**Cell classes on the final placement**

Scale bar: 50 um.
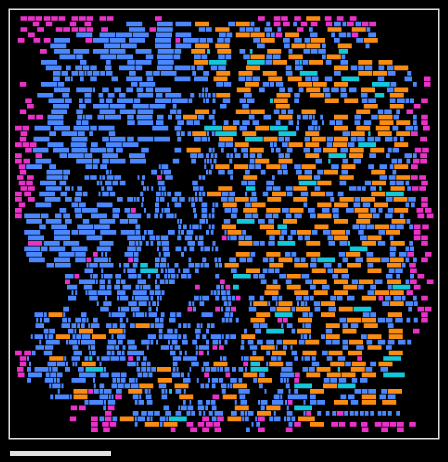
**Routed clock nets over the placement**

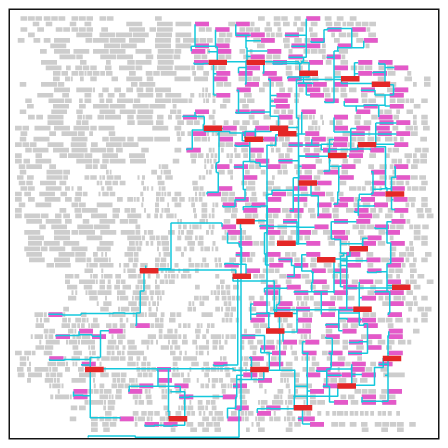
**Routing congestion map**

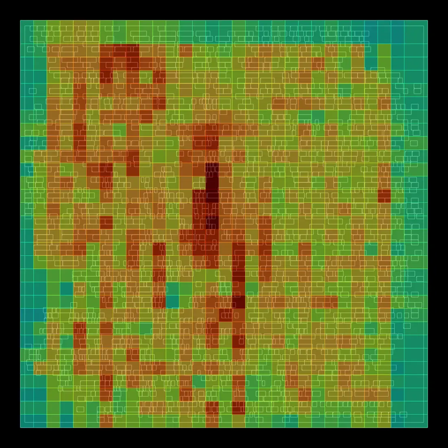
**Floorplan with the power grid**

Pins as bars on the die edge. Tap cells in gray.
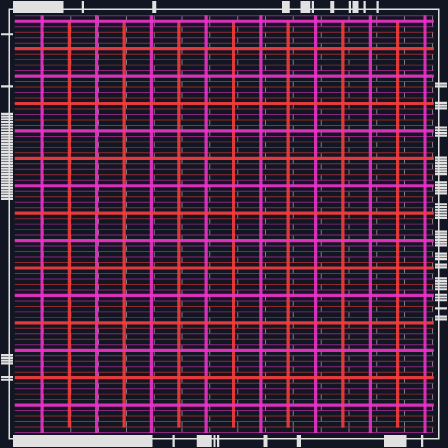
**Register map, names as in the netlist**

Other sequential cells in the stronger gray, the rest of the logic in the fainter gray.
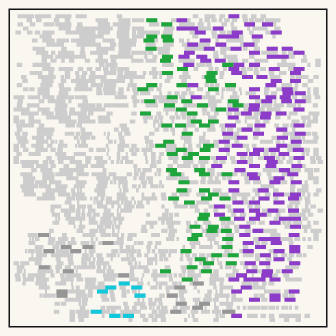
===== src/rtl/riva_pkg.sv =====
// Global vector datapath constants shared across the RIVA core.
package riva_pkg;
   localparam int unsigned DLEN = 64;
   localparam int unsigned ELEN = 64;
endpackage


===== src/rtl/vlsu_pkg.sv =====
// VLSU shared types: FSM states, start-offset record and sequential entry.
package vlsu_pkg;
   localparam int unsigned SeqInfoDepDef = 2;
   localparam int unsigned OutDepDef     = 2;
   localparam int unsigned SeqNbsDef     = riva_pkg::DLEN / 4;

   typedef enum logic {
      S_IDLE,
      S_SERIAL
   } seq_state_e;

   typedef struct packed {
      logic [$clog2(SeqNbsDef)-1:0] seq_nb_ptr;
   } seq_info_t;

   typedef struct packed {
      logic [4*SeqNbsDef-1:0] nb;
      logic [SeqNbsDef-1:0]   en;
   } seq_buf_t;
endpackage


===== src/rtl/CircularQueuePtrTemplate.sv =====
// Wrapping queue pointer; the flag toggles on every wrap to tell full from empty.
module CircularQueuePtrTemplate #(
   parameter  int unsigned Depth = 2,
   localparam int unsigned AW    = (Depth > 1) ? $clog2(Depth) : 1
) (
   input  logic          clk_i,
   input  logic          rst_ni,
   input  logic          inc_i,
   output logic [AW-1:0] idx_o,
   output logic          flag_o
);
   logic [AW-1:0] idx_q;
   logic          flag_q;

   always_ff @(posedge clk_i) begin
      if (!rst_ni) begin
         idx_q  <= '0;
         flag_q <= 1'b0;
      end else if (inc_i) begin
         if (idx_q == AW'(Depth - 1)) begin
            idx_q  <= '0;
            flag_q <= ~flag_q;
         end else begin
            idx_q <= idx_q + AW'(1);
         end
      end
   end

   assign idx_o  = idx_q;
   assign flag_o = flag_q;
endmodule


===== src/rtl/QueueFlow.sv =====
// Registered FIFO; pushes while full and pops while empty are ignored.
module QueueFlow #(
   parameter  int unsigned Depth = 2,
   parameter  type         T     = logic,
   localparam int unsigned AW    = (Depth > 1) ? $clog2(Depth) : 1
) (
   input  logic clk_i,
   input  logic rst_ni,
   input  logic push_i,
   input  T     data_i,
   input  logic pop_i,
   output T     data_o,
   output logic full_o,
   output logic empty_o
);
   T              mem_q [Depth];
   logic [AW-1:0] wr_idx, rd_idx;
   logic          wr_flag, rd_flag;
   logic          push_en, pop_en;

   assign full_o  = (wr_idx == rd_idx) && (wr_flag != rd_flag);
   assign empty_o = (wr_idx == rd_idx) && (wr_flag == rd_flag);
   assign push_en = push_i && !full_o;
   assign pop_en  = pop_i && !empty_o;

   CircularQueuePtrTemplate #(.Depth(Depth)) u_wr_ptr (
      .clk_i  (clk_i),
      .rst_ni (rst_ni),
      .inc_i  (push_en),
      .idx_o  (wr_idx),
      .flag_o (wr_flag)
   );

   CircularQueuePtrTemplate #(.Depth(Depth)) u_rd_ptr (
      .clk_i  (clk_i),
      .rst_ni (rst_ni),
      .inc_i  (pop_en),
      .idx_o  (rd_idx),
      .flag_o (rd_flag)
   );

   always_ff @(posedge clk_i) begin
      if (!rst_ni) begin
         mem_q <= '{default: '0};
      end else if (push_en) begin
         mem_q[wr_idx] <= data_i;
      end
   end

   assign data_o = mem_q[rd_idx];
endmodule


===== src/rtl/v_sequential_load.sv =====
// Unit-stride load path: packs valid nibbles of AXI R beats into sequential
// entries for the ShuffleUnit, starting at the per-request vstart offset.
module v_sequential_load
   import vlsu_pkg::*;
#(
   parameter  int unsigned NrExits          = 1,
   parameter  int unsigned Dlen             = riva_pkg::DLEN,
   parameter  int unsigned AxiDataWidth     = 64,
   parameter  int unsigned SeqInfoDep       = SeqInfoDepDef,
   parameter  int unsigned OutDep           = OutDepDef,
   localparam int unsigned NrLaneEntriesNbs = Dlen / 4 * NrExits,
   localparam int unsigned busNibbles       = AxiDataWidth / 4,
   localparam int unsigned busNSize         = $clog2(busNibbles)
) (
   input  logic                          clk_i,
   input  logic                          rst_ni,
   input  logic                          axi_r_valid_i,
   output logic                          axi_r_ready_o,
   input  logic [AxiDataWidth-1:0]       axi_r_data_i,
   input  logic                          axi_r_last_i,
   input  logic                          txn_ctrl_valid_i,
   output logic                          txn_ctrl_ready_o,
   input  logic [busNSize-1:0]           txn_addr_i,
   input  logic                          txn_is_head_i,
   input  logic [7:0]                    txn_rmn_beat_i,
   input  logic [busNSize:0]             txn_lbn_i,
   input  logic                          txn_is_final_i,
   input  logic                          meta_glb_valid_i,
   output logic                          meta_glb_ready_o,
   input  logic [riva_pkg::ELEN-1:0]     meta_vstart_i,
   input  logic [1:0]                    meta_sew_i,
   output logic                          tx_shfu_valid_o,
   input  logic                          tx_shfu_ready_i,
   output logic [4*NrLaneEntriesNbs-1:0] tx_shfu_nb_o,
   output logic [NrLaneEntriesNbs-1:0]   tx_shfu_en_o
);
   localparam int unsigned BW = busNSize + 1;
   localparam int unsigned SW = $clog2(NrLaneEntriesNbs) + 1;
   localparam int unsigned PW = SW - 1;

   seq_state_e    state_q, state_d;
   logic [SW-1:0] seq_nb_ptr_q, seq_nb_ptr_d;
   logic [BW-1:0] bus_nb_cnt_q, bus_nb_cnt_d;
   seq_buf_t      acc_q, acc_d, acc_merged;

   seq_info_t     info_in, info_out;
   logic          info_full, info_empty, info_push, info_pop;
   seq_buf_t      out_data;
   logic          out_full, out_empty, out_push, out_pop;

   logic [BW-1:0] lower, upper, bus_valid, start;
   logic [SW-1:0] seq_free;
   logic [31:0]   n_copy;
   logic          spill, final_beat, commit, beat_ack;

   // Start offset in nibbles: one element is 2^(sew+1) nibbles.
   assign info_in.seq_nb_ptr = PW'(meta_vstart_i << ({1'b0, meta_sew_i} + 3'd1));
   assign meta_glb_ready_o   = rst_ni && !info_full;
   assign info_push          = meta_glb_valid_i && meta_glb_ready_o;

   QueueFlow #(.Depth(SeqInfoDep), .T(seq_info_t)) u_seq_info_q (
      .clk_i   (clk_i),
      .rst_ni  (rst_ni),
      .push_i  (info_push),
      .data_i  (info_in),
      .pop_i   (info_pop),
      .data_o  (info_out),
      .full_o  (info_full),
      .empty_o (info_empty)
   );

   assign lower      = txn_is_head_i ? {1'b0, txn_addr_i} : '0;
   assign upper      = (txn_rmn_beat_i == 8'd0) ? txn_lbn_i : BW'(busNibbles);
   assign bus_valid  = upper - lower - bus_nb_cnt_q;
   assign seq_free   = SW'(NrLaneEntriesNbs) - seq_nb_ptr_q;
   assign start      = lower + bus_nb_cnt_q;
   assign spill      = 32'(bus_valid) > 32'(seq_free);
   assign n_copy     = spill ? 32'(seq_free) : 32'(bus_valid);
   assign final_beat = txn_is_final_i && (txn_rmn_beat_i == 8'd0);
   assign commit     = (state_q == S_SERIAL) && axi_r_valid_i && txn_ctrl_valid_i && !out_full;

   always_comb begin
      logic [31:0] src;
      acc_merged = acc_q;
      src        = '0;
      for (int unsigned j = 0; j < NrLaneEntriesNbs; j++) begin
         if (j >= 32'(seq_nb_ptr_q) && j < 32'(seq_nb_ptr_q) + n_copy) begin
            src                     = 32'(start) + j - 32'(seq_nb_ptr_q);
            acc_merged.nb[4*j +: 4] = axi_r_data_i[4*src +: 4];
            acc_merged.en[j]        = 1'b1;
         end
      end
   end

   always_comb begin
      state_d      = state_q;
      seq_nb_ptr_d = seq_nb_ptr_q;
      bus_nb_cnt_d = bus_nb_cnt_q;
      acc_d        = acc_q;
      info_pop     = 1'b0;
      out_push     = 1'b0;
      beat_ack     = 1'b0;
      unique case (state_q)
         S_IDLE: begin
            if (txn_ctrl_valid_i && !info_empty) begin
               seq_nb_ptr_d = SW'(info_out.seq_nb_ptr);
               bus_nb_cnt_d = '0;
               acc_d        = '0;
               info_pop     = 1'b1;
               state_d      = S_SERIAL;
            end
         end
         S_SERIAL: begin
            if (commit) begin
               if (spill) begin
                  // Entry fills before the beat is exhausted: emit it and
                  // keep the beat, resuming from bus_nb_cnt next cycle.
                  out_push     = 1'b1;
                  acc_d        = '0;
                  bus_nb_cnt_d = bus_nb_cnt_q + BW'(seq_free);
                  seq_nb_ptr_d = '0;
               end else begin
                  beat_ack     = 1'b1;
                  acc_d        = acc_merged;
                  bus_nb_cnt_d = '0;
                  seq_nb_ptr_d = seq_nb_ptr_q + SW'(bus_valid);
                  if (32'(bus_valid) == 32'(seq_free) || final_beat) begin
                     out_push     = 1'b1;
                     acc_d        = '0;
                     seq_nb_ptr_d = '0;
                  end
                  if (final_beat) begin
                     state_d = S_IDLE;
                  end
               end
            end
         end
         default: state_d = S_IDLE;
      endcase
   end

   always_ff @(posedge clk_i) begin
      if (!rst_ni) begin
         state_q      <= S_IDLE;
         seq_nb_ptr_q <= '0;
         bus_nb_cnt_q <= '0;
         acc_q        <= '0;
      end else begin
         state_q      <= state_d;
         seq_nb_ptr_q <= seq_nb_ptr_d;
         bus_nb_cnt_q <= bus_nb_cnt_d;
         acc_q        <= acc_d;
      end
   end

   QueueFlow #(.Depth(OutDep), .T(seq_buf_t)) u_out_q (
      .clk_i   (clk_i),
      .rst_ni  (rst_ni),
      .push_i  (out_push),
      .data_i  (acc_merged),
      .pop_i   (out_pop),
      .data_o  (out_data),
      .full_o  (out_full),
      .empty_o (out_empty)
   );

   assign axi_r_ready_o    = rst_ni && beat_ack;
   assign txn_ctrl_ready_o = rst_ni && beat_ack;
   assign tx_shfu_valid_o  = rst_ni && !out_empty;
   assign out_pop          = tx_shfu_valid_o && tx_shfu_ready_i;
   assign tx_shfu_nb_o     = rst_ni ? out_data.nb : '0;
   assign tx_shfu_en_o     = rst_ni ? out_data.en : '0;

   always_ff @(posedge clk_i) begin
      if (rst_ni && commit) begin
         assert (32'(upper) <= busNibbles);
         assert (32'(bus_valid) <= busNibbles);
      end
      if (rst_ni && axi_r_valid_i && axi_r_ready_o) begin
         assert (axi_r_last_i == (txn_rmn_beat_i == 8'd0));
      end
   end
endmodule


===== config.mk =====
export PLATFORM = sky130hd
export DESIGN_NAME = v_sequential_load
export DESIGN_NICKNAME = d
export VERILOG_FILES = /design/src/rtl/riva_pkg.sv /design/src/rtl/vlsu_pkg.sv /design/src/rtl/CircularQueuePtrTemplate.sv /design/src/rtl/QueueFlow.sv /design/src/rtl/v_sequential_load.sv
export SDC_FILE = /design/constraint.sdc
export NUM_CORES = 1
export LEC_CHECK = 0
export CAP_MARGIN = 25
export CORE_MARGIN = 2
export CORE_UTILIZATION = 45
export DETAILED_ROUTE_END_ITERATION = 8
export PLACE_DENSITY_LB_ADDON = 0.1
export SETUP_SLACK_MARGIN = 0.4
export SYNTH_ARGS = -nofsm -noshare
export SYNTH_HDL_FRONTEND = slang
export SYNTH_HIERARCHICAL = 1
export SYNTH_SLANG_ARGS = --single-unit

===== constraint.sdc =====
create_clock -name clk_i -period 9.9 [get_ports clk_i]
set_input_delay 1.98 -clock clk_i [delete_from_list [all_inputs] [get_ports clk_i]]
set_output_delay 1.98 -clock clk_i [all_outputs]
set_load 0.02 [all_outputs]

==> qor_table.md <==
| Metric | Reported |
|---|---|
| Status | finished, final reports clean |
| Initial antenna violation count | 2 |
| WS Path Type | input port to output pin |
| Fill cell total of the finished layout | 3,892 |
| P&R area growth vs syn | 15.07% |
| Number of nets still failing antenna checks after routing | 0 |
| Fin nets | 2,181 |
| Critical path startpoint | txn_rmn_beat_i[5] |
| Cell with the largest stage delay on the worst path | clkdlybuf4s50_1 |
| Overall via count from detail_route | 15,940 |
| Share of total power in the clock network | 0.223 |
| Worst-case headroom to the max-slew limit | 0.2731 |
| Cell Area, Synth | 19,520 um^2 |
| Dominant Register Cell | dfxtp_1 |
| Cell type with the largest total area | dfxtp_1 |
| Setup repair after global routing missed its margin | false |
| TritonCTS buffer count | 29 |
| Post-synthesis net count | 2,081 |
| Required time worst endpoint | 7920 ps |
| Most repeated cell in the gate-level netlist after synthesis | dfxtp_1 |
| Post-DR vias/cell | 6.260 |
| Setup-failing EPs final | 0 |
| Internal power component | 2.792 mW |
| Final standard cell count with taps included and fillers excluded | 2,547 |
| Post-cts gate resize count | 0 |
| CP startpoint kind | input port |
| First-pass detailed-route iteration total | 6 |
| Multi-input combinational cell area | 13,190 um^2 |
| Number of logged tool warnings | 112 |
| Topmost layer with routed signal wires | met5 |
| Largest cells by area after synthesis | dfxtp_1, mux4_2, mux2_2, a22o_1, mux2i_1 |
| Asr flop ratio synth | 0 |
| Relative contribution of combinational cells to total power | 0.551 |
| IO Pins | 240 |
| Pin count of the biggest net entering global routing | 99 |
| HPWL reported at the end of detailed placement | 44.60 mm |
| Sum of buffers and inverters on the critical path | 4 |
| Most used standard cells in the synthesized netlist | dfxtp_1, a22o_1, mux4_2, mux2_2, mux2i_1 |
| Wire length of the first global-routing pass | 92.89 mm |
| Chip area estimate from yosys synthesis | 19,520 um^2 |
| Upper clock frequency limit | 112.5 MHz |
| Clock Sinks | 267 |
| Number of enable flip-flop cells | 0 |
| Cell total in the yosys stat output | 1,843 |
| Total net switching power | 2.095 mW |
| Number of register bits inferred by synthesis | 267 |
| Longest individual stage delay on the worst path | 630 ps |
| Avg Synthesized Cell Area | 10.59 um^2 |
| Wire length on met1 | 29.26 mm |
| Fraction of layout cells with a size suffix above 1 | 0.2217 |
| Class of the tightest hold or removal check | flop to flop |
| Count of different cell masters after synthesis | 82 |
| Power density cells | 217.5 nW/um^2 |
| Worst Path Max Fanout | 12 |
| Final worst-path cycle share | 0.8982 |
| Overall routing resource usage | 0.2667 |
| TritonCTS clock tree | yes |
| CP endpoint kind | output pin |
| Detailed route wirelength on metal3 | 3.997 mm |
| Slew of the pin with the lowest slew margin | 1087 ps |
| Floorplan utilization | 0.4543 |
| Share of the synthesized area in the top cell type | 0.2738 |
| Max-capacitance violation count | 0 |
| Clock input transition at the sequential cells of the worst setup and hold paths | 60 ps |
| Number of DRC markers in iteration 0 | 1,433 |
| Hold path startpoint | acc_q[22] |
| Power share of the sequential group | 0.226 |
| Yosys warning count | 6 |
| Final tally of hold violations | 0 |
| Reg2reg setup slack | 3540 ps |
| Cell family contributing the most delay on the critical path | simple AND/OR/NAND/NOR gates |
About 'cell classes on the final placement':
legend:
  orange:
    class: sequential cells
    cells: 267
    share_of_their_area: 25%
  magenta:
    class: remaining buffers and delay cells
    cells: 211
    share_of_their_area: 9.4%
  cyan:
    class: clock drivers and dummy loads
    cells: 50
    share_of_their_area: 4.4%
  blue:
    class: remaining logic cells
    cells: 1,434
    share_of_their_area: 62%
number of cell rows: 76
Seq area share: 0.2381
floorplan core area: 42,980 um^2
final cell utilization of the core: 0.5227

About 'routed clock nets over the placement':
legend:
  magenta:
    item: flip-flops
    count: 267
  cyan:
    item: clock wires
    length: 3,540 um
  red:
    item: clock-net drivers
    count: 29
routed clock nets: 30
Clock Power: 1.09 mW
worst skew pair latency: 570 ps
setup clock skew after layout: 36.59 ps

About 'routing congestion map':
grt met3 use: 0.03264
post-DR wirelength/cell: 23.83 um
GR peak layer: met1
Global Route met2 Usage: 0.3955

About 'floorplan with the power grid':
legend:
  magenta:
    net: VSS
  red:
    net: VDD
met5 straps: 15
signal pins: 240
rows: 76
Vert. Die Dim: 212.3 um
DIE WIDTH: 212.3 um
maximum resistive drop on vdd: 111.5 uV

About 'register map, names as in the netlist':
legend:
  cyan:
    name_in_the_netlist: u_seq_info_q/mem_q
    placed_flops: 8
  green:
    name_in_the_netlist: acc_q
    placed_flops: 80
    where: a vertical strip down the middle
  purple:
    name_in_the_netlist: u_out_q/mem_q
    placed_flops: 160
    where: a vertical strip on the right
not colored: 19
reported sequential group power: 1.11 mW
footprint of the flip-flops and latches: 5349 um^2

[cells by family (layout without fill, tap and decap cells)]
group                    count (synthesis)  in the layout  synth area share
AND/OR/NAND/NOR                        402            402            0.1123
adder cells (fa/ha/maj)                 82             82           0.06062
multiplexers                           344            344            0.2658
XOR/XNOR                                45             45           0.02172
AND-OR/OR-AND                          506            506            0.2126
flip-flops                             267            267            0.2738
buffers and inverters                  197            316           0.05319
[worst paths after layout]
check,endpoint,cells after the start
worst max-delay path,txn_ctrl_ready_o,17
worst min-delay path,acc_q[22],1
worst max register to register,u_out_q/mem_q[66],21
worst min register to register,acc_q[22],1
[stage by stage]
| stage | hold WS, ps | area [um^2] | worst slack, ps | total power [mW] | utilization |
|---|---|---|---|---|---|
| after floorplan | 432.2 | 19530 | 1803 | 2.934 | - |
| after global placement | 442.6 | 21490 | 768.9 | 3.730 | 0.4999 |
| after detailed placement | 446.1 | 21490 | 628.2 | 3.764 | 0.5001 |
| after CTS | 463.7 | 22440 | 988.8 | 4.857 | 0.5221 |
| after global routing | 476.3 | 22470 | 688.2 | 5.113 | 0.5227 |
| final | 459.9 | 22470 | 1008 | 4.887 | 0.5227 |
[sequential cells by signal, summed over array words and instances (netlist names)]
signal,cells
u_out_q/u_rd_ptr/flag_o,1
u_seq_info_q/u_rd_ptr/idx_o,1
u_out_q/u_rd_ptr/idx_o,1
u_seq_info_q/u_wr_ptr/flag_o,1
u_out_q/mem_q,160
u_out_q/u_wr_ptr/idx_o,1
acc_q,80
u_seq_info_q/mem_q,8
bus_nb_cnt_q,5
u_seq_info_q/u_rd_ptr/flag_o,1
seq_nb_ptr_q,5
u_out_q/u_wr_ptr/flag_o,1
u_seq_info_q/u_wr_ptr/idx_o,1
state_q,1
[layout make-up]
| class | count | share of cell area |
|---|---|---|
| Tap cell | 585 | 0.03258 |
| Timing Repair Buffer | 211 | 0.09077 |
| Multi-Input combinational cell | 1379 | 0.5872 |
| Clock inverter | 9 | 0.004678 |
| Clock buffer | 41 | 0.03748 |
| Sequential cell | 267 | 0.2381 |
| Inverter | 55 | 0.009189 |
[power groups by stage]
stage / clock network, mW / logic, mW / registers, mW
2_1_floorplan: 0 / 1.81 / 1.12
3_3_place_gp: 0 / 2.60 / 1.13
3_5_place_dp: 0 / 2.63 / 1.13
4_1_cts: 1.11 / 2.65 / 1.11
5_1_grt: 1.15 / 2.85 / 1.11
6_report: 1.09 / 2.69 / 1.11
[routing by layer]
metal / GRT usage / up-vias
met5: 0 / -
met4: 0.05739 / 4
met3: 0.03264 / 71
met2: 0.3955 / 632
met1: 0.4128 / 7919
li1: - / 7318
[cell usage in the layout (no fill, tap or decap), types with 36 or more instances in the layout]
master           netlist  final
clkdlybuf4s50_1        0    177
and2_1                99     99
nor3_1                36     36
mux2_2               116    116
mux2i_1              100    100
dfxtp_1              267    266
a22o_1               142    142
a21oi_1               50     50
nand2_1               61     61
a21o_1                44     44
ha_1                  61     58
mux4_2               128    128
a22o_2                72     72
inv_1                 55     55
nor2_1                75     75
No activity file was given, so power comes from the tool's default toggle rates.
